### Clock distribution

Drawn at 12 px/um.
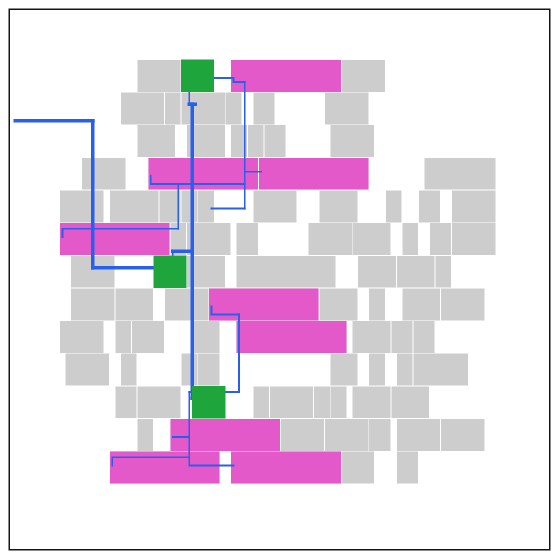
### Signal wires on met3

Drawn at 12 px/um.
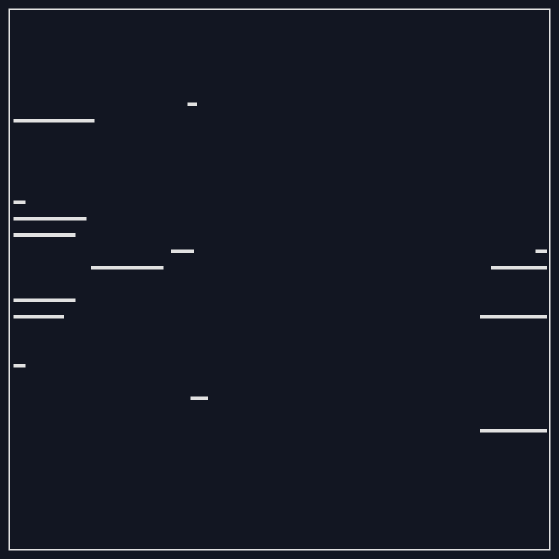
### Clock routing

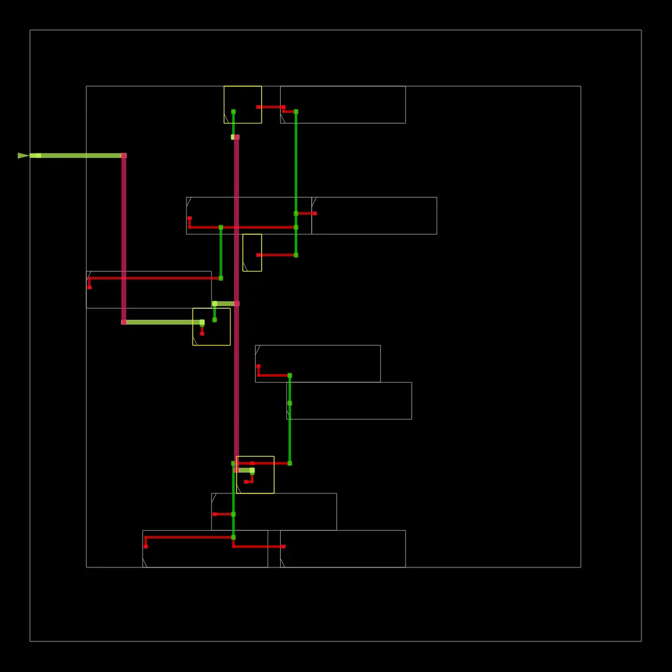
### Metal layers overlaid

Drawn at 6 px/um.
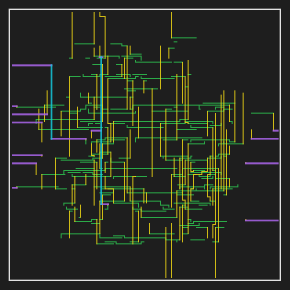
$ cat src/rtl/gray_pkg.sv
// Shared Gray-code helpers for the up/down Gray counter.
// Vectors are carried at GRAY_MAX_N bits; narrower counters zero-extend.
package gray_pkg;

    localparam int GRAY_MAX_N = 16;

    function automatic logic [GRAY_MAX_N-1:0] bin2gray(input logic [GRAY_MAX_N-1:0] bin);
        return bin ^ (bin >> 1);
    endfunction

    // Prefix XOR from the MSB down; zero-extended upper bits do not disturb the result.
    function automatic logic [GRAY_MAX_N-1:0] gray2bin(input logic [GRAY_MAX_N-1:0] gray);
        logic [GRAY_MAX_N-1:0] bin;
        bin[GRAY_MAX_N-1] = gray[GRAY_MAX_N-1];
        for (int i = GRAY_MAX_N - 2; i >= 0; i--) begin
            bin[i] = bin[i+1] ^ gray[i];
        end
        return bin;
    endfunction

    // Index of the lowest set bit; 0 when the vector is all zeros.
    function automatic int lowest_set(input logic [GRAY_MAX_N-1:0] vec);
        int idx;
        idx = 0;
        for (int i = GRAY_MAX_N - 1; i >= 0; i--) begin
            if (vec[i]) idx = i;
        end
        return idx;
    endfunction

endpackage

$ cat src/rtl/gray_step.sv
// Combinational next-state for a reflected-binary Gray counter, computed from
// the Gray bits and their parity with no binary adder.
module gray_step
    import gray_pkg::*;
#(
    parameter int N    = 4,
    parameter bit WRAP = 1'b1
) (
    input  logic [N-1:0] gray,
    input  logic         parity,
    input  logic         up,
    output logic [N-1:0] next_gray,
    output logic         next_parity,
    output logic         at_end
);

    localparam logic [N-1:0] MSB_ONLY = {1'b1, {(N-1){1'b0}}};

    int           sel;
    logic         do_toggle;
    logic [N-1:0] mask;

    always_comb begin
        sel       = 0;
        do_toggle = 1'b1;
        mask      = '0;
        // Top of sequence is the lone MSB (odd parity); bottom is all zeros.
        at_end    = up ? (parity && gray == MSB_ONLY) : (!parity && gray == '0);

        if (at_end) begin
            sel       = N - 1;
            do_toggle = WRAP;
        end else if (up != parity) begin
            sel = 0;
        end else begin
            sel = lowest_set(GRAY_MAX_N'(gray)) + 1;
        end

        for (int i = 0; i < N; i++) begin
            mask[i] = do_toggle && (i == sel);
        end

        next_gray   = gray ^ mask;
        next_parity = parity ^ do_toggle;
    end

endmodule

$ cat src/rtl/gray_updown_nbits.sv
// Up/down Gray counter with synchronous load, wrap/saturate ends, registered
// binary view and a one-cycle boundary pulse.
module gray_updown_nbits
    import gray_pkg::*;
#(
    parameter int N    = 4,
    parameter bit WRAP = 1'b1
) (
    input  logic         clk,
    input  logic         reset,
    input  logic         enable,
    input  logic         up,
    input  logic         load,
    input  logic [N-1:0] load_value,
    output logic [N-1:0] gray_out,
    output logic [N-1:0] bin_out,
    output logic         bound
);

    if (N < 2 || N > GRAY_MAX_N) begin : g_bad_width
        $error("gray_updown_nbits: N must be within 2..16");
    end

    logic         parity;
    logic [N-1:0] step_gray;
    logic         step_parity;
    logic         step_end;
    logic [N-1:0] step_bin;
    logic [N-1:0] load_gray;

    gray_step #(
        .N    (N),
        .WRAP (WRAP)
    ) u_step (
        .gray        (gray_out),
        .parity      (parity),
        .up          (up),
        .next_gray   (step_gray),
        .next_parity (step_parity),
        .at_end      (step_end)
    );

    // Binary view follows the next Gray state in the same cycle.
    always_comb begin
        step_bin  = N'(gray2bin(GRAY_MAX_N'(step_gray)));
        load_gray = N'(bin2gray(GRAY_MAX_N'(load_value)));
    end

    always_ff @(posedge clk or posedge reset) begin
        if (reset) begin
            gray_out <= '0;
            bin_out  <= '0;
            parity   <= 1'b0;
            bound    <= 1'b0;
        end else if (load) begin
            gray_out <= load_gray;
            bin_out  <= load_value;
            parity   <= ^load_gray;
            bound    <= 1'b0;
        end else if (enable) begin
            gray_out <= step_gray;
            bin_out  <= step_bin;
            parity   <= step_parity;
            bound    <= step_end;
        end else begin
            bound    <= 1'b0;
        end
    end

endmodule

$ cat config.mk
export PLATFORM = sky130hd
export DESIGN_NAME = gray_updown_nbits
export DESIGN_NICKNAME = d
export VERILOG_FILES = /design/src/rtl/gray_pkg.sv /design/src/rtl/gray_step.sv /design/src/rtl/gray_updown_nbits.sv
export SDC_FILE = /design/constraint.sdc
export NUM_CORES = 1
export LEC_CHECK = 0
export CAP_MARGIN = 25
export CORE_MARGIN = 4
export CORE_UTILIZATION = 50
export CTS_CLUSTER_DIAMETER = 100
export CTS_CLUSTER_SIZE = 16
export DETAILED_ROUTE_END_ITERATION = 10
export GPL_TIMING_DRIVEN = 1
export PLACE_DENSITY_LB_ADDON = 0.3
export RECOVER_POWER = 100
export SYNTH_ARGS = -nofsm -noshare
export SYNTH_HDL_FRONTEND = slang
export SYNTH_HIERARCHICAL = 1
export SYNTH_SLANG_ARGS = --single-unit
$ cat constraint.sdc
create_clock -name clk -period 9 [get_ports clk]
set_input_delay 1.8 -clock clk [delete_from_list [all_inputs] [get_ports clk]]
set_output_delay 1.8 -clock clk [all_outputs]
set_load 0.05 [all_outputs]
==> out/qor.yml <==
route:
  drt_first_iter_violations: 5
  wl_met1_um: 575
timing:
  min_setup_slack_post_route_ns: 4.609
  slew_viol_final: 0
  tightestPinTransition_ns: 0.5197
  hold_viol_final: 0
  slew_headroom: 0.6524
finish:
  logic_area_um2: 389.1
  final_layout_top_logic_cell: "sky130_fd_sc_hd__dlygate4sd3_1"
  regMostFlops: "gray_out"
  clock_area_frac: 0.03070
  fill_cells: 99
synthesis:
  edf_count: 0
  number_of_instances_in_the_synthesized_netlist: 73
floorplanning:
  fp_util: 0.5307
outcome:
  status: "finished, final reports clean"
power:
  power_density_nw_per_um2: 254.7
critical_path:
  regToRegStartpoint: "gray_out[3]"
global_route:
  met1_usage: 0.2075
  grt_max_degree: 18
hold_path:
  worstHoldStart: "bin_out[2]"
-- 'Clock distribution' (at the start) --
- blue: clock wires (length 129 um)
- magenta: flip-flops (count 9)
- green: cells driving clock nets (count 3)
- routed clock nets: 4

-- 'Signal wires on met3' (at the start) --
- main direction: horizontal
- share of all routed wire: 4.2%

-- 'Clock routing' (at the start) --
total number of sequential cells: 9
Num CTS Buffers: 3

-- 'Metal layers overlaid' (at the start) --
- green: met1 (wire length 576 um)
- purple: met3 (wire length 51.5 um)
- yellow: met2 (wire length 564 um)
- cyan: met4 (wire length 36.7 um)

Power figures rest on the tool's default switching activity, not on a simulated workload.
